### Metal 1

Bar = 20 um.
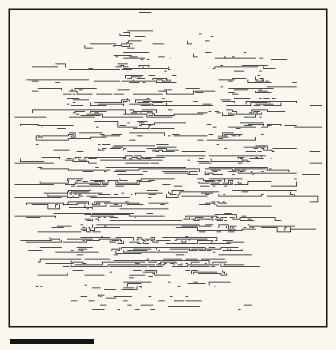
### M2 wires

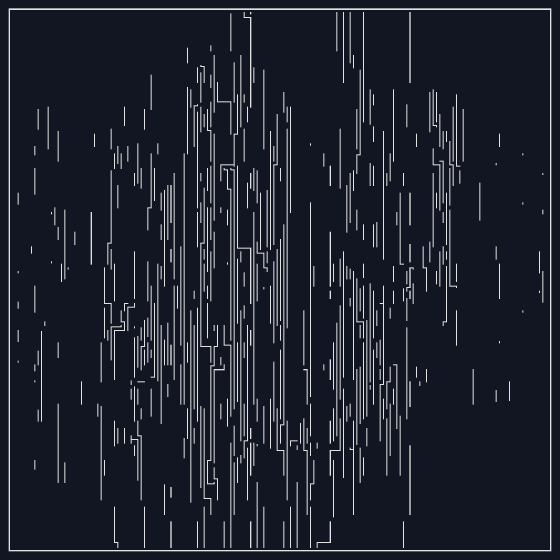
### The metal 3 layer

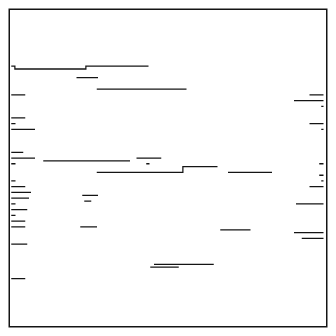
### Nets reached from selected ports

Bar = 20 um.
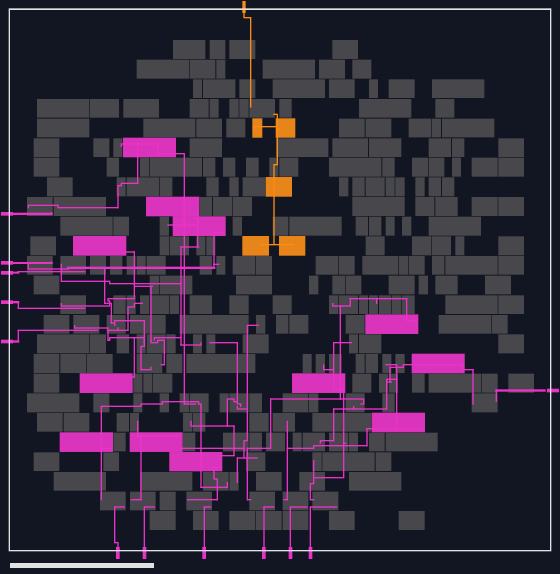
===== src/rtl/req_pending_ctrl.sv =====
// ---------------------------------------------------------------------------
// req_pending_ctrl
//
// Purpose:
//   Turns level request lines into sticky pending events by detecting rising
//   edges. It offers the lowest-index enabled pending request to a consumer
//   over a registered valid/ack handshake, then holds that request in a
//   service phase until the consumer reports completion. An event that lands
//   on a line which is already pending is merged into that pending bit and
//   counted in a saturating counter.
//
// Ports:
//   i_clk       rising-edge clock
//   i_rst       synchronous, active-high reset
//   i_req       level request lines; each 0->1 transition is one event
//   i_mask      per-line dispatch enable (pending bits of disabled lines are kept)
//   i_ack       consumer accepts the current offer (honoured only while offering)
//   i_done      consumer finished the accepted request (honoured only in service)
//   o_valid     offer valid; o_idx is stable while high
//   o_idx       index of the offered / in-service request
//   o_busy      high while a request is in service
//   o_pending   current pending register
//   o_coal_cnt  saturating count of coalesced events
// ---------------------------------------------------------------------------
module req_pending_ctrl #(
    parameter int REQ_N = 12,
    parameter int IDX_W = $clog2(REQ_N),
    parameter int CNT_W = 8
) (
    input  logic             i_clk,
    input  logic             i_rst,
    input  logic [REQ_N-1:0] i_req,
    input  logic [REQ_N-1:0] i_mask,
    input  logic             i_ack,
    input  logic             i_done,
    output logic             o_valid,
    output logic [IDX_W-1:0] o_idx,
    output logic             o_busy,
    output logic [REQ_N-1:0] o_pending,
    output logic [CNT_W-1:0] o_coal_cnt
);

    typedef enum logic [1:0] {
        ST_IDLE    = 2'd0,
        ST_OFFER   = 2'd1,
        ST_SERVICE = 2'd2
    } state_t;

    // Registered state
    state_t           r_state;
    logic [REQ_N-1:0] r_reqDly;
    logic [REQ_N-1:0] r_pending;
    logic [CNT_W-1:0] r_coalCnt;
    logic [IDX_W-1:0] r_idx;
    logic             r_valid;
    logic             r_busy;

    // Combinational helpers
    state_t           w_stateNext;
    logic [IDX_W-1:0] w_idxNext;
    logic             w_validNext;
    logic             w_busyNext;
    logic [REQ_N-1:0] w_rise;
    logic [REQ_N-1:0] w_cand;
    logic             w_candAny;
    logic [IDX_W-1:0] w_sel;
    logic             w_ackTaken;
    logic [REQ_N-1:0] w_clr;
    logic [REQ_N-1:0] w_pendingNext;
    logic             w_coalesce;
    logic             w_cntSat;

    // The request delay register also loads during reset. A line that is
    // already high when reset is released therefore produces no event.
    always_ff @(posedge i_clk) begin
        r_reqDly <= i_req;
    end

    // A line produces one event on each 0->1 transition. Only lines that are
    // pending and enabled compete for the next offer.
    always_comb begin
        w_rise    = i_req & ~r_reqDly;
        w_cand    = r_pending & i_mask;
        w_candAny = |w_cand;
    end

    // Lowest-index-first selection. The loop scans from the top index down,
    // so the last match it records is the lowest set index.
    always_comb begin
        w_sel = '0;
        for (int i = REQ_N - 1; i >= 0; i--) begin
            if (w_cand[i]) begin
                w_sel = IDX_W'(i);
            end
        end
    end

    // An accepted ack clears exactly the offered bit. A new rise on the same
    // bit in the same cycle sets it again, so no event is lost. That rise is
    // not counted as coalesced, because the old event has just left.
    always_comb begin
        w_ackTaken    = (r_state == ST_OFFER) && i_ack;
        w_clr         = w_ackTaken ? (REQ_N'(1) << r_idx) : '0;
        w_pendingNext = (r_pending & ~w_clr) | w_rise;
        w_coalesce    = |(w_rise & r_pending & ~w_clr);
        w_cntSat      = &r_coalCnt;
    end

    // Pending register and coalesced-event counter. The counter steps by at
    // most one per cycle, however many lines coalesce at once.
    always_ff @(posedge i_clk) begin
        if (i_rst) begin
            r_pending <= '0;
            r_coalCnt <= '0;
        end else begin
            r_pending <= w_pendingNext;
            if (w_coalesce && !w_cntSat) begin
                r_coalCnt <= r_coalCnt + 1'b1;
            end
        end
    end

    // FSM state register. The handshake outputs are registered copies of the
    // next-state decode, so no input reaches an output combinationally.
    always_ff @(posedge i_clk) begin
        if (i_rst) begin
            r_state <= ST_IDLE;
            r_idx   <= '0;
            r_valid <= 1'b0;
            r_busy  <= 1'b0;
        end else begin
            r_state <= w_stateNext;
            r_idx   <= w_idxNext;
            r_valid <= w_validNext;
            r_busy  <= w_busyNext;
        end
    end

    // FSM next-state logic.
    // While offering, the index stays frozen: a lower-index arrival does not
    // preempt the current offer. An ack beats a mask drop in the same cycle.
    // A withdrawn offer keeps its pending bit, so it can be offered again.
    always_comb begin
        w_stateNext = r_state;
        w_idxNext   = r_idx;
        w_validNext = 1'b0;
        w_busyNext  = 1'b0;
        unique case (r_state)
            ST_IDLE: begin
                if (w_candAny) begin
                    w_stateNext = ST_OFFER;
                    w_idxNext   = w_sel;
                    w_validNext = 1'b1;
                end
            end
            ST_OFFER: begin
                if (i_ack) begin
                    w_stateNext = ST_SERVICE;
                    w_busyNext  = 1'b1;
                end else if (!i_mask[r_idx]) begin
                    w_stateNext = ST_IDLE;
                end else begin
                    w_validNext = 1'b1;
                end
            end
            ST_SERVICE: begin
                if (i_done) begin
                    w_stateNext = ST_IDLE;
                end else begin
                    w_busyNext = 1'b1;
                end
            end
            default: begin
                w_stateNext = ST_IDLE;
            end
        endcase
    end

    assign o_valid    = r_valid;
    assign o_idx      = r_idx;
    assign o_busy     = r_busy;
    assign o_pending  = r_pending;
    assign o_coal_cnt = r_coalCnt;

endmodule

===== config.mk =====
export PLATFORM = sky130hd
export DESIGN_NAME = req_pending_ctrl
export DESIGN_NICKNAME = d
export VERILOG_FILES = /design/src/rtl/req_pending_ctrl.sv
export SDC_FILE = /design/constraint.sdc
export NUM_CORES = 1
export LEC_CHECK = 0
export ABC_CLOCK_PERIOD_IN_PS = 4600
export CAP_MARGIN = 20
export CORE_MARGIN = 2
export CORE_UTILIZATION = 40
export DETAILED_ROUTE_END_ITERATION = 6
export MAX_ROUTING_LAYER = met4
export PLACE_DENSITY = 0.7
export SYNTH_ARGS = -nofsm -noshare
export SYNTH_HDL_FRONTEND = slang
export SYNTH_SLANG_ARGS = --single-unit

===== constraint.sdc =====
create_clock -name i_clk -period 4.6 [get_ports i_clk]
set_clock_uncertainty 0.2 [all_clocks]
set_input_delay 0.69 -clock i_clk [delete_from_list [all_inputs] [get_ports i_clk]]
set_output_delay 0.69 -clock i_clk [all_outputs]
set_load 0.05 [all_outputs]

==> results_dict.tcl <==
# collected from the flow reports
set metrics [dict create \
    status "finished clean" \
    synth_cell_types 46 \
    setup-tns-final_ns 0 \
    worstSkewPairLatency_ns 0.29 \
    synth_area_um2 2010 \
    slew-limit-headroom_pct 30.8 \
    synth-edff-count 0 \
    p_comb_mw 0.319 \
    p_leak_nw 0.970 \
    max-vdd-ir-drop_uv 249 \
    yosys-stat-cells 230 \
    cts.clk_slew.worst_paths_ns 0.07 \
    async_flop_share_pct 0 \
    fp_util_pct 41.9 \
    rows 25 \
    drive_gt1_share_pct 6.01 \
    grt_pass1_wl_mm 7.78 \
    pg_clk_mw 0.217 \
    post_cts_buffers 0 \
    antenna_cells 0 \
    worst_slack_ns 1.53 \
    logic_gates 159 \
    period_used_pct 66.8 \
    power_leader "sequential cells" \
    setup_viol_count_final 0 \
    xor_area_share_pct 0.436 \
    avgSynthCellArea_um2 8.73 \
    yosys_warnings 0 \
    cp_slowest_cell "a31oi_1" \
    power.switching_mw 0.345 \
    hold_path.class "flop to flop" \
    grt_setup_unrepaired "no" \
    synthAoiAreaFrac_pct 22.8 \
    ys_area_um2 2010 \
    seq_cell_power_mw 0.419 \
    crit_path_start_kind "input port" \
    critPathTopFamily "AND-OR/OR-AND gates" \
    layout.cells.most_common "clkdlybuf4s50_1" \
    seq_area_frac_synth_pct 39.9 \
    final-nonclk-buf-share_pct 20.7 \
    grt_pass1_vias 1630 \
    dr.max_layer_used "met4" \
    wl_met3_um 245 \
    tightest_slew_ns 1.03 \
    nNonClkBuffers 55 \
    die_w_um 74.8 \
    synthTopCellsByArea "dfxtp_1 (40%), nand2_1 (6.4%), a21oi_1 (4.5%)" \
    drcViolationCount 0 \
    arrival_ns 3.05 \
    ctsLongestPathBuffers 2 \
    max_cap_viol_count 0 \
    fill_cells 453 \
    die_h_um 74.8 \
    top_logic_kind "AND-OR/OR-AND gates" \
    p_comb_share_pct 33.4 \
    grt_usage_pct 19.0 \
    cts_root_buf "clkbuf_8" \
    clock_tree_area_fraction_pct 2.94 \
    top_cell_area_share_pct 39.9 \
    mi_logic_area_um2 1050 \
    synthTopCellsByCount "dfxtp_1 (40), nand2_1 (34), inv_1 (22)" \
    drt_iter0_drc 101 \
    min_period_ns 3.07 \
    flop_area_um2 801 \
    p_seq_share_pct 43.9 \
    clockPowerShare_pct 22.7 \
    worstPathCellList "clkdlybuf4s50_1, and4b_1, a211oi_1, nor4_1, a31oi_1, mux2i_1, nor2_1" \
    adder_share_pct 2.49 \
    most-common-layout-cells "clkdlybuf4s50_1 (53), dfxtp_1 (40), nand2_1 (34), inv_1 (22), a21oi_1 (18)" \
    warnings 28 \
    p_int_mw 0.610 \
    slowest_delay_ns 0.84 \
    synth_nets 262 \
    power_density_nw_per_um2 362 \
    clock-sinks 40 \
    netlist_instances 230 \
    mux_share_pct 4.74 \
    required_ns 4.58 \
    wire_per_inst_um 13.9 \
    wl_met2_mm 2.23 \
    top_area_cell_class "combinational gates" \
    synthMostInstantiatedCell "dfxtp_1" \
    seq_share_pct 30.3 \
    n_tap_cell 67 \
    flop_cell "dfxtp_1" \
    cts_hold_buf 0 \
    critPathKind "input port to flop" \
    viasPerCell 5.27 \
    yosysTopAreaCell "dfxtp_1" \
]
About 'Metal 1':
longest straight run = 24.3 um
share of all routed wire = 48%
nets with wire on the layer = 280
GR Layer Usage met1: 25.3%
Vias: 1846
drt total wl: 4.86 mm

About 'M2 wires':
wire length on this layer = 2230 um
share of all routed wire = 46%
nets with wire on the layer = 258
longest straight run = 34.7 um
main direction = vertical
met2 usage: 28.8%

About 'The metal 3 layer':
share of all routed wire = 5.1%
main direction = horizontal
nets with wire on the layer = 39
longest straight run = 20.9 um
wire length on this layer = 246 um
met3 Usage GRT: 5.35%

About 'Nets reached from selected ports':
orange -> `i_ack`  # bits 1, direction input, end cells 5, wire 41.8 um
magenta -> `o_pending`  # bits 12, direction output, end cells 12, wire 662 um
I/O pin cnt: 54
Port Buffer Count: 53

==> path summary, 6_finish.rpt <==
check                        to  slack, ns  cells after the start         start
setup / recovery  o_coal_cnt[1]       1.53                      7         i_ack
hold / removal     o_pending[9]       0.32                      2  o_pending[9]
hold reg to reg    o_pending[9]       0.32                      2  o_pending[9]
setup reg to reg  o_coal_cnt[1]       1.75                      6      o_idx[1]
==> metrics by stage <==
step           hold WS [ns]  instance area, um2  power (mW)  cells
2_1_floorplan         0.286                2010       0.639    230
3_3_place_gp          0.303                2560       0.742    343
3_5_place_dp          0.311                2560       0.745    343
4_1_cts               0.325                2640       0.961    350
5_1_grt               0.344                2640        1.00    350
6_report              0.323                2640       0.955    350
Power and IR drop assume default switching activity.
